### Congestion heat map, run 1

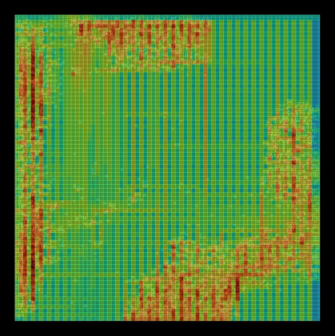
### I/O nets highlighted, run 1

(1 px per um)
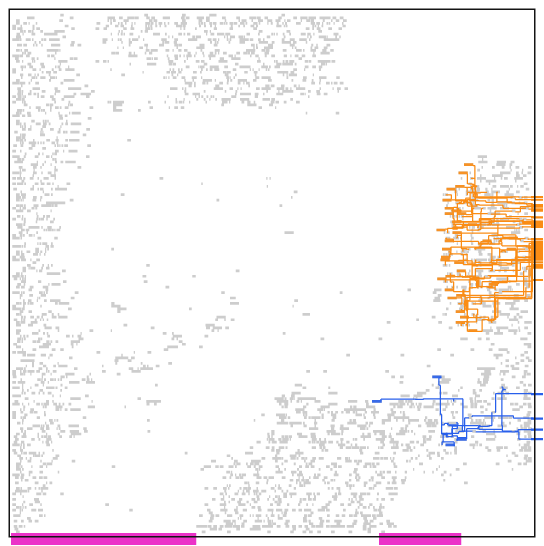
### Signal wires on met2, run 1

(1 px per um)
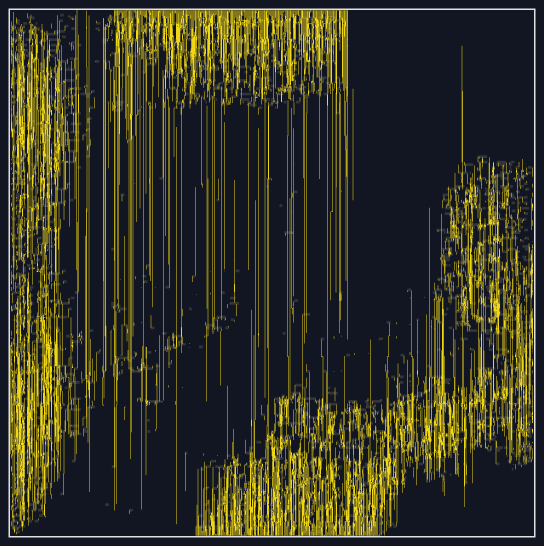
$ cat src/rtl/line_sequencer.sv
// line_sequencer: plays the piecewise-linear segment program from the register group.
// Optional fractional segment duration: define SEQ_FRAC_EN.
`default_nettype none

module line_sequencer #(
   parameter int DATA_SIZE = 32,
   parameter int NSEG      = 9,
   parameter int IDX_W     = 4
) (
   input  logic                      aclk,
   input  logic                      areset,
   input  logic                      start,
   input  logic                      stop,
   input  logic [NSEG*DATA_SIZE-1:0] linea,
   input  logic [NSEG*DATA_SIZE-1:0] linet,
   input  logic [NSEG*DATA_SIZE-1:0] linet_f,
   input  logic [NSEG*DATA_SIZE-1:0] offset,
   input  logic [DATA_SIZE-1:0]      linenmb,
   input  logic [DATA_SIZE-1:0]      repeatcycle,
   output logic                      busy,
   output logic                      seg_valid,
   output logic                      seg_strobe,
   output logic [IDX_W-1:0]          seg_idx,
   output logic [DATA_SIZE-1:0]      seg_amp,
   output logic [DATA_SIZE-1:0]      seg_offset,
   output logic [DATA_SIZE-1:0]      pass_cnt,
   output logic                      done
);

   typedef enum logic [1:0] {
      ST_IDLE = 2'd0,
      ST_LOAD = 2'd1,
      ST_RUN  = 2'd2
   } state_t;

   state_t               state;
   state_t               state_nxt;
   logic [IDX_W:0]       n_seg;
   logic [DATA_SIZE-1:0] rep;
   logic [DATA_SIZE-1:0] cnt;

   logic                 accept;
   logic                 enter;
   logic [IDX_W-1:0]     enter_idx;
   logic                 done_nxt;
   logic                 pass_inc;
   logic                 last_seg;
   logic [DATA_SIZE-1:0] pass_next;
   logic [IDX_W:0]       n_clamp;
   logic [DATA_SIZE-1:0] ent_t;
   logic [DATA_SIZE-1:0] base_m1;
   logic [DATA_SIZE-1:0] cnt_load;
   logic                 carry;

   logic [DATA_SIZE-1:0] slot_a [NSEG];
   logic [DATA_SIZE-1:0] slot_t [NSEG];
   logic [DATA_SIZE-1:0] slot_o [NSEG];

   generate
      for (genvar g = 0; g < NSEG; g++) begin : g_slot
         assign slot_a[g] = linea[g*DATA_SIZE +: DATA_SIZE];
         assign slot_t[g] = linet[g*DATA_SIZE +: DATA_SIZE];
         assign slot_o[g] = offset[g*DATA_SIZE +: DATA_SIZE];
      end
   endgenerate

`ifdef SEQ_FRAC_EN
   logic [DATA_SIZE-1:0] slot_f [NSEG];
   logic [DATA_SIZE-1:0] frac_acc;
   logic [DATA_SIZE:0]   frac_sum;

   generate
      for (genvar g = 0; g < NSEG; g++) begin : g_frac_slot
         assign slot_f[g] = linet_f[g*DATA_SIZE +: DATA_SIZE];
      end
   endgenerate

   assign frac_sum = {1'b0, frac_acc} + {1'b0, slot_f[enter_idx]};
   assign carry    = frac_sum[DATA_SIZE];

   // Accumulator persists across passes so the fractional remainder keeps averaging out.
   always_ff @(posedge aclk or posedge areset) begin
      if (areset) begin
         frac_acc <= '0;
      end else if (accept) begin
         frac_acc <= '0;
      end else if (enter) begin
         frac_acc <= frac_sum[DATA_SIZE-1:0];
      end
   end
`else
   logic unused_frac;
   assign unused_frac = ^linet_f;
   assign carry       = 1'b0;
`endif

   assign n_clamp   = (linenmb > DATA_SIZE'(NSEG)) ? (IDX_W+1)'(NSEG) : linenmb[IDX_W:0];
   assign last_seg  = (({1'b0, seg_idx} + (IDX_W+1)'(1)) == n_seg);
   assign pass_next = pass_cnt + DATA_SIZE'(1);

   // A zero duration still plays one cycle; the fractional carry adds one more.
   assign ent_t    = slot_t[enter_idx];
   assign base_m1  = (ent_t == '0) ? '0 : ent_t - DATA_SIZE'(1);
   assign cnt_load = base_m1 + {{(DATA_SIZE-1){1'b0}}, carry};

   always_ff @(posedge aclk or posedge areset) begin
      if (areset) begin
         state <= ST_IDLE;
      end else begin
         state <= state_nxt;
      end
   end

   always_comb begin
      state_nxt = state;
      accept    = 1'b0;
      enter     = 1'b0;
      enter_idx = '0;
      done_nxt  = 1'b0;
      pass_inc  = 1'b0;
      case (state)
         ST_IDLE: begin
            if (start && !stop) begin
               accept    = 1'b1;
               state_nxt = ST_LOAD;
            end
         end
         ST_LOAD: begin
            if (stop || (n_seg == '0)) begin
               done_nxt  = 1'b1;
               state_nxt = ST_IDLE;
            end else begin
               enter     = 1'b1;
               state_nxt = ST_RUN;
            end
         end
         ST_RUN: begin
            if (stop) begin
               done_nxt  = 1'b1;
               state_nxt = ST_IDLE;
            end else if (cnt == '0) begin
               if (!last_seg) begin
                  enter     = 1'b1;
                  enter_idx = seg_idx + IDX_W'(1);
               end else begin
                  pass_inc = 1'b1;
                  if ((rep != '0) && (pass_next == rep)) begin
                     done_nxt  = 1'b1;
                     state_nxt = ST_IDLE;
                  end else begin
                     enter = 1'b1;
                  end
               end
            end
         end
         default: state_nxt = ST_IDLE;
      endcase
   end

   always_ff @(posedge aclk or posedge areset) begin
      if (areset) begin
         n_seg      <= '0;
         rep        <= '0;
         cnt        <= '0;
         pass_cnt   <= '0;
         seg_idx    <= '0;
         seg_amp    <= '0;
         seg_offset <= '0;
         seg_strobe <= 1'b0;
         done       <= 1'b0;
      end else begin
         seg_strobe <= enter;
         done       <= done_nxt;
         if (accept) begin
            n_seg    <= n_clamp;
            rep      <= repeatcycle;
            pass_cnt <= '0;
         end else if (pass_inc) begin
            pass_cnt <= pass_next;
         end
         // Slot registers are sampled only here, so live writes land at the next entry.
         if (enter) begin
            seg_idx    <= enter_idx;
            seg_amp    <= slot_a[enter_idx];
            seg_offset <= slot_o[enter_idx];
            cnt        <= cnt_load;
         end else if ((state == ST_RUN) && (cnt != '0)) begin
            cnt <= cnt - DATA_SIZE'(1);
         end
      end
   end

   assign busy      = (state != ST_IDLE);
   assign seg_valid = (state == ST_RUN);

endmodule

`default_nettype wire

$ cat config.mk
export PLATFORM = sky130hd
export DESIGN_NAME = line_sequencer
export DESIGN_NICKNAME = d
export VERILOG_FILES = /design/src/rtl/line_sequencer.sv
export SDC_FILE = /design/constraint.sdc
export NUM_CORES = 1
export LEC_CHECK = 0
export ABC_AREA = 0
export CAP_MARGIN = 10
export CORE_AREA = 2 2 522 524
export DETAILED_ROUTE_END_ITERATION = 8
export DIE_AREA = 0 0 524 526
export PLACE_DENSITY = 0.3
export SLEW_MARGIN = 10
export SYNTH_ARGS = -nofsm -noshare
export SYNTH_HDL_FRONTEND = slang
export SYNTH_SLANG_ARGS = --single-unit
$ cat constraint.sdc
create_clock -name aclk -period 21.2 [get_ports aclk]
set_input_delay 6.36 -clock aclk [delete_from_list [all_inputs] [get_ports aclk]]
set_output_delay 6.36 -clock aclk [all_outputs]
set_load 0.02 [all_outputs]
==> notes.md, run 1 <==
fresh numbers from the pnr run: Clock power frac=roughly 22%, sequential fraction of the synthesis area=24.94%, layout cells sized above 1=approximately 4.4%, Fmax=~87 MHz, post-layout minimum cycle time=11.46 ns, status=complete, no violations, YS warnings=0, synth unique cells=83, Pint=between 1000 and 1500 uW, Layout area overhead=87.52%, worst-skew pair later-pin latency=0.58 ns, syn_nets=~3,900, Worst Setup End Kind=flip-flop, slew margin rel.=20.42%, Multiplexer share=between 2 and 3%, HP Class=flip-flop to flip-flop, OpenROAD warning count=around 320, Nets=a little under 5,000, critical-path cell list=clkdlybuf4s50_1 -> nand3b_1 -> buf_4 -> buf_4 -> nand2_1 -> nor3_1 -> nor3_1 -> o21ai_0 -> ha_1 -> nor2b_1 -> and2_1 -> nand4_4 -> nor2_4 -> nand3_1 -> nand2_1 -> o22ai_1, R2R setup slack=14.66 ns, P_sw=about 800 uW, Placed Area=0.03189 mm^2, antenna violations before repair=roughly 76, Dominant cell area share=24.94%, Register-to-Register Path Depth=13, Main logic family=simple AND/OR/NAND/NOR gates, Seq cells post-synth=173, PwrDens=55.95 mW/mm^2, peak supply drop=~65 uV, CP top delay family=simple AND/OR/NAND/NOR gates, vias in the first global route=24,700, crit path launch=stop, DRC errors left=0, core area=0.2698 mm^2, Buf/Inv on CP=3, post-synthesis cell count=between 2,000 and 3,000, Worst Tran Pin Value=around 1.2 ns, Slew Viols, Final=0, leading area contributor after synthesis=dfrtp_1, Comb group=873 uW, Die Y-Extent=526 um, biggest area cells=dfrtp_1, nand2_1, nand3_1, a21oi_1, xnor2_1, yosys stat chip area=0.01736 mm^2, dpl ws=9.148 ns, GPL Wtd Cong=0.8582, period utilization=54.07%, Post-CTS Setup Bufs=0, Clock Power=397 uW, antenna violation net count after detailed routing=0, r2r startpoint=cnt[20], classification of the worst setup path=input pin to flip-flop, clock buffer count from CTS=17, required time worst endpoint=21.59 ns, chip area=0.2756 mm^2, R2R Path End=cnt[17], yosys stat cell total=2,682, maxcap violations=0, Reg power frac=30.3%, Final setup viols=0, Hold Vio Cnt, Final=0, RSZ-0062 raised after global routing=no, CTS tree=built, Logic cell area=0.01224 mm^2, adder share=0.5767%, clk slew on worst S/H paths=0.10 ns, HPWL after DPL=152.7 mm, Leak=about 0.011 uW, startpoint type of the worst setup path=input pin, Clock Root Buffer=clkbuf_16, fin worst setup slack=9.737 ns, Worst path depth=16, final setup TNS=0 ns, most frequent logic cell in the layout=clkdlybuf4s50_1, Final Instance Area=between 0.03 and 0.04 mm^2, yosys aoi share=20.47%, total power=around 1800 uW, FP Util=6.433%, dominant logic cell types in the final layout=clkdlybuf4s50_1, nand2_1, nand3_1, Crit Path Max Fanout=30, CTS resizes=0, number of clock sinks=173, Avg Vias per Cell=~3.3, Clock Path Buffers=2, Clock Skew=0.04667 ns, main flop type=dfrtp_1
Notes on 'Congestion heat map' above:
All-Layer GR Usage: 12.72%
WL/cell: 25.26 um

Notes on 'I/O nets highlighted' above:
port	colour	direction	end cells	buffers
linet_f	magenta	input	0	0
pass_cnt	orange	output	32	32
seg_idx	blue	output	4	4
# IOs: 1,324
PortBufs: 1,035

Notes on 'Signal wires on met2' above:
main direction	vertical
share of all routed wire	49%
longest straight run	406 um
wire length on this layer	89.5 mm
via count: 23,980
routed wire length: 181.2 mm

run 1: per-stage QoR:
stage                     hold WS (ns)  utilization (%)  instances
after floorplan                 0.4880                -       2682
after global placement          0.4630            11.82       7128
after detailed placement        0.4653            11.82       7128
after CTS                       0.4879            12.05       7159
after global routing            0.5096            12.05       7164
final                           0.4818            12.06       7174
run 1: area by class of cell:
type	count	share of cell area (%)
Tap cell	3570	13.72
Sequential cell	173	13.30
Clock buffer	18	1.349
Timing Repair Buffer	1088	33.13
Inverter	18	0.2306
Clock inverter	13	0.5497
Multi-Input combinational cell	2279	37.60
Antenna cell	15	0.1153
run 1: metal layers:
layer / up-vias / global-route usage, % / wire (um)
li1: 11210 / - / -
met1: 11530 / 14.87 / 73120
met2: 1026 / 22.48 / 89520
met3: 161 / 4.163 / 14840
met4: 58 / 2.388 / 3330
met5: - / 0 / 385
run 1: worst min-delay path by stage:
stage	start	end	slack, ns
after detailed placement	seg_offset[28]	seg_offset[28]	0.47
after floorplan	rep[0]	rep[0]	0.49
after global routing	seg_offset[5]	seg_offset[5]	0.51
after global placement	seg_offset[30]	seg_offset[30]	0.46
final	seg_offset[25]	seg_offset[25]	0.48
after CTS	seg_offset[28]	seg_offset[28]	0.49
run 1: sequential cells by signal (all words and copies together), names as in the netlist:
name and count:
state 2, rep 32, n_seg 5, seg_offset 32
seg_amp 32, pass_cnt 32, seg_idx 4, seg_strobe 1
done 1, cnt 32
run 1: Yosys cell counts (23+ instances only):
cell type	n
nor3_1	52
clkbuf_1	149
dfrtp_1	173
a31oi_1	30
mux2i_1	35
nor2_1	151
xor2_1	43
a21oi_1	268
nor4_1	28
o31ai_1	67
buf_1	45
xnor2_1	84
nand3_1	332
o22ai_1	23
nand2_1	811
o21ai_0	50
--- run 2 (diff from run 1) ---
--- a/config.mk
+++ b/config.mk
@@ -7,9 +7,9 @@
 export LEC_CHECK = 0
 export ABC_AREA = 0
 export CAP_MARGIN = 10
-export CORE_AREA = 2 2 522 524
+export CORE_AREA = 2 2 513 515
 export DETAILED_ROUTE_END_ITERATION = 8
-export DIE_AREA = 0 0 524 526
+export DIE_AREA = 0 0 515 517
 export PLACE_DENSITY = 0.3
 export SLEW_MARGIN = 10
 export SYNTH_ARGS = -nofsm -noshare
==> constraint.sdc (replaced) <==
create_clock -name aclk -period 11.6 [get_ports aclk]
set_input_delay 3.48 -clock aclk [delete_from_list [all_inputs] [get_ports aclk]]
set_output_delay 3.48 -clock aclk [all_outputs]
set_load 0.02 [all_outputs]
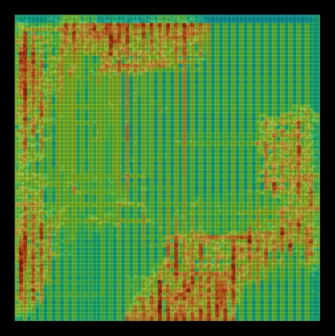
*Congestion heat map, run 2*
final core utilization: 12.39%
met3 usage: 4.201%
grt met1 use: 15.17%
GRT busiest layer: met2

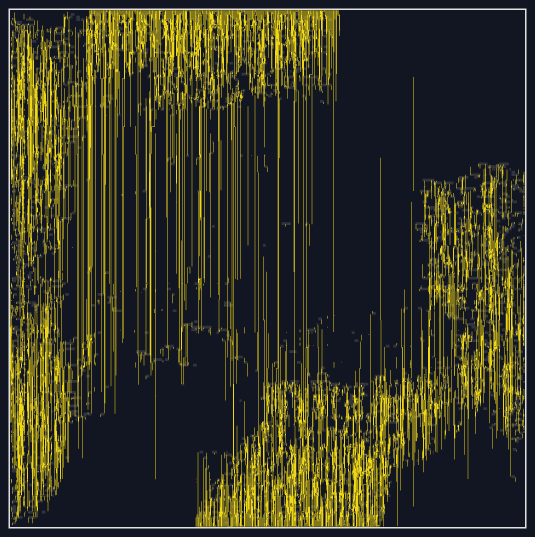
*Signal wires on met2, run 2*
(1 px per um)
nets with wire on the layer	3,621
wire length on this layer	90.5 mm
main direction	vertical
met2 Usage GRT: 23.39%
routed wire length: 181.1 mm
via count: 23,940

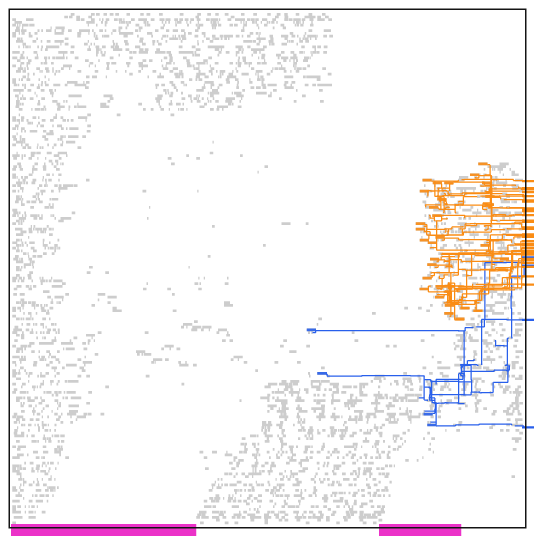
*I/O nets highlighted, run 2*
(1 px per um)
port	colour	direction	end cells	buffers
linet_f	magenta	input	0	0
seg_idx	blue	output	4	4
pass_cnt	orange	output	32	32

==> run 2 against run 1 <==
  * Critical path depth is 2 lower
  * First-iteration DRC count is 2.4% higher
  * Die area is 3.4% lower
  * Routed wire length hardly changed
  * Clock power is 72% higher
  * Highest routed layer unchanged
  * Setup slack worse by 6.4 ns
  * Sequential share of layout area is 0.081 points higher
  * Count of clock-buffer cells in the layout stayed put
  * Combinational power is 83% higher
  * Synthesized cell count stayed put
  * Largest power group unchanged
==> notes.md, run 2 <==
fresh numbers from the pnr run: main flop type=dfrtp_1, Clock Path Buffers=2 (unchanged), layout cells sized above 1=4.457% (+0.027 points), FP Util=6.648% (+0.21 points), Seq cells post-synth=173 (unchanged), yosys stat chip area=0.01736 mm^2 (unchanged), vias in the first global route=24,620 (-0.35%), post-layout minimum cycle time=8.308 ns, All-Layer GR Usage=13.13% (+0.41 points), slew margin rel.=18.14% (-2.3 points), clk slew on worst S/H paths=0.08 ns (-0.02 ns), status=complete, no violations, Buf/Inv on CP=1 (-2), HPWL after DPL=151.3 mm (-0.87%), OpenROAD warning count=323 (unchanged), Main logic family=simple AND/OR/NAND/NOR gates, CTS resizes=0 (unchanged), total power=3300 uW (+81%), leading area contributor after synthesis=dfrtp_1, Clock Power=683 uW (+72%), post-synthesis cell count=2,682 (unchanged), Comb group=1600 uW (+83%), biggest area cells=dfrtp_1, nand2_1, nand3_1, a21oi_1, xnor2_1, Hold Vio Cnt, Final=0 (unchanged), sequential fraction of the synthesis area=24.94% (unchanged), Leak=0.01135 uW (-0.10%), P_sw=1450 uW (+84%), Avg Vias per Cell=3.407 (+1.9%), antenna violations before repair=80 (+5.3%), Nets=4,805 (unchanged), dpl ws=2.703 ns (-6.445 ns), Post-CTS Setup Bufs=0 (unchanged), Multiplexer share=2.797% (unchanged), clock buffer count from CTS=17 (unchanged), Die Y-Extent=517 um (-1.7%), Worst Tran Pin Value=1.221 ns (+0.03405 ns), startpoint type of the worst setup path=input pin, Crit Path Max Fanout=32 (+6.7%), synth cell count leaders=nand2_1, nand3_1, a21oi_1, dfrtp_1, nor2_1, Final setup viols=0 (unchanged), period utilization=71.62%, CP top delay family=simple AND/OR/NAND/NOR gates, critical-path cell list=clkdlybuf4s50_1 -> nand2b_1 -> nor2_1 -> nand3_4 -> o21ai_0 -> o21ai_0 -> ha_1 -> nor2b_1 -> and2_1 -> nand4_4 -> nor2_4 -> nand3_1 -> nand2_1 -> o22ai_1, Fmax=120.4 MHz, most frequent logic cell in the layout=clkdlybuf4s50_1, core area=0.2611 mm^2 (-3.2%), RSZ-0062 raised after global routing=no, classification of the worst setup path=input pin to flip-flop, adder share=0.5767% (unchanged), dominant logic cell types in the final layout=clkdlybuf4s50_1, nand2_1, nand3_1, required time worst endpoint=12.00 ns (-9.59 ns), fin worst setup slack=3.292 ns (-6.445 ns), # IOs=1,324 (unchanged), DRC errors left=0 (unchanged), Dominant cell area share=24.94% (unchanged), Reg power frac=30.7% (+0.4 points), Clock power frac=20.7% (-1.1 points), WL/cell=25.77 um (+2.0%), yosys stat cell total=2,682 (unchanged), CTS tree=built, PwrDens=102.0 mW/mm^2 (+82%), chip area=0.2663 mm^2 (-3.4%), Clock Root Buffer=clkbuf_16, synth unique cells=83 (unchanged), worst-skew pair later-pin latency=0.57 ns (about the same), syn_nets=3,910 (unchanged)
-- run 2: cell counts after synthesis --
No cell type changed its count.
-- run 2: path summary, 6_finish.rpt --
kind                                from  slack, ns             to  cells after the start
setup / recovery                    stop       3.29        cnt[16]                     14
hold / removal             seg_offset[4]       0.48  seg_offset[4]                      2
setup reg to reg              seg_idx[1]       5.03        cnt[16]                     17
hold reg to reg            seg_offset[4]       0.48  seg_offset[4]                      2
max in group asynchronous         areset       6.54     seg_amp[9]                      4
min in group asynchronous         areset       3.36         rep[3]                      2
-- run 2: cell type report --
class	count	area [um^2]
clock inverters	14	163.9
flip-flops and latches	173	4330
fillers	30390	228700
multi-input cells	2279	12250
clock buffers	18	429.2
repair buffers	1088	10780
inverters	18	75.07
diodes	18	45.04
well taps	3420	4279
-- run 2: worst register-to-register path: cells and delay by family, from the launching register on --
| family | cells | cell delay (ns) |
|---|---|---|
| adders and majority gates | 2 | 0.76 |
| DFF | 1 | 0.70 |
| AOI/OAI and AO/OA | 6 | 2.10 |
| buffers and inverters | 1 | 0.59 |
| and+or+nand+nor | 8 | 2.25 |
-- run 2: routing by layer --
| layer | up-vias | wire, um | global-route usage (%) |
|---|---|---|---|
| met4 | 68 | 4047 | 2.877 |
| met1 | 11510 | 72520 | 15.17 |
| met2 | 988 | 90490 | 23.39 |
| li1 | 11200 | - | - |
| met3 | 178 | 13590 | 4.201 |
| met5 | - | 445 | 0 |
-- run 2: per-stage QoR --
stage	hold slack [ns]	util (%)	cell area, um^2	cells
final	0.4822	12.39	32350	7028
after global routing	0.5122	12.38	32330	7020
after CTS	0.4906	12.37	32310	7010
after detailed placement	0.4677	12.15	31710	6978
after floorplan	0.4880	-	17360	2682
after global placement	0.4620	12.15	31710	6978
No activity file was given, so power comes from the tool's default toggle rates.
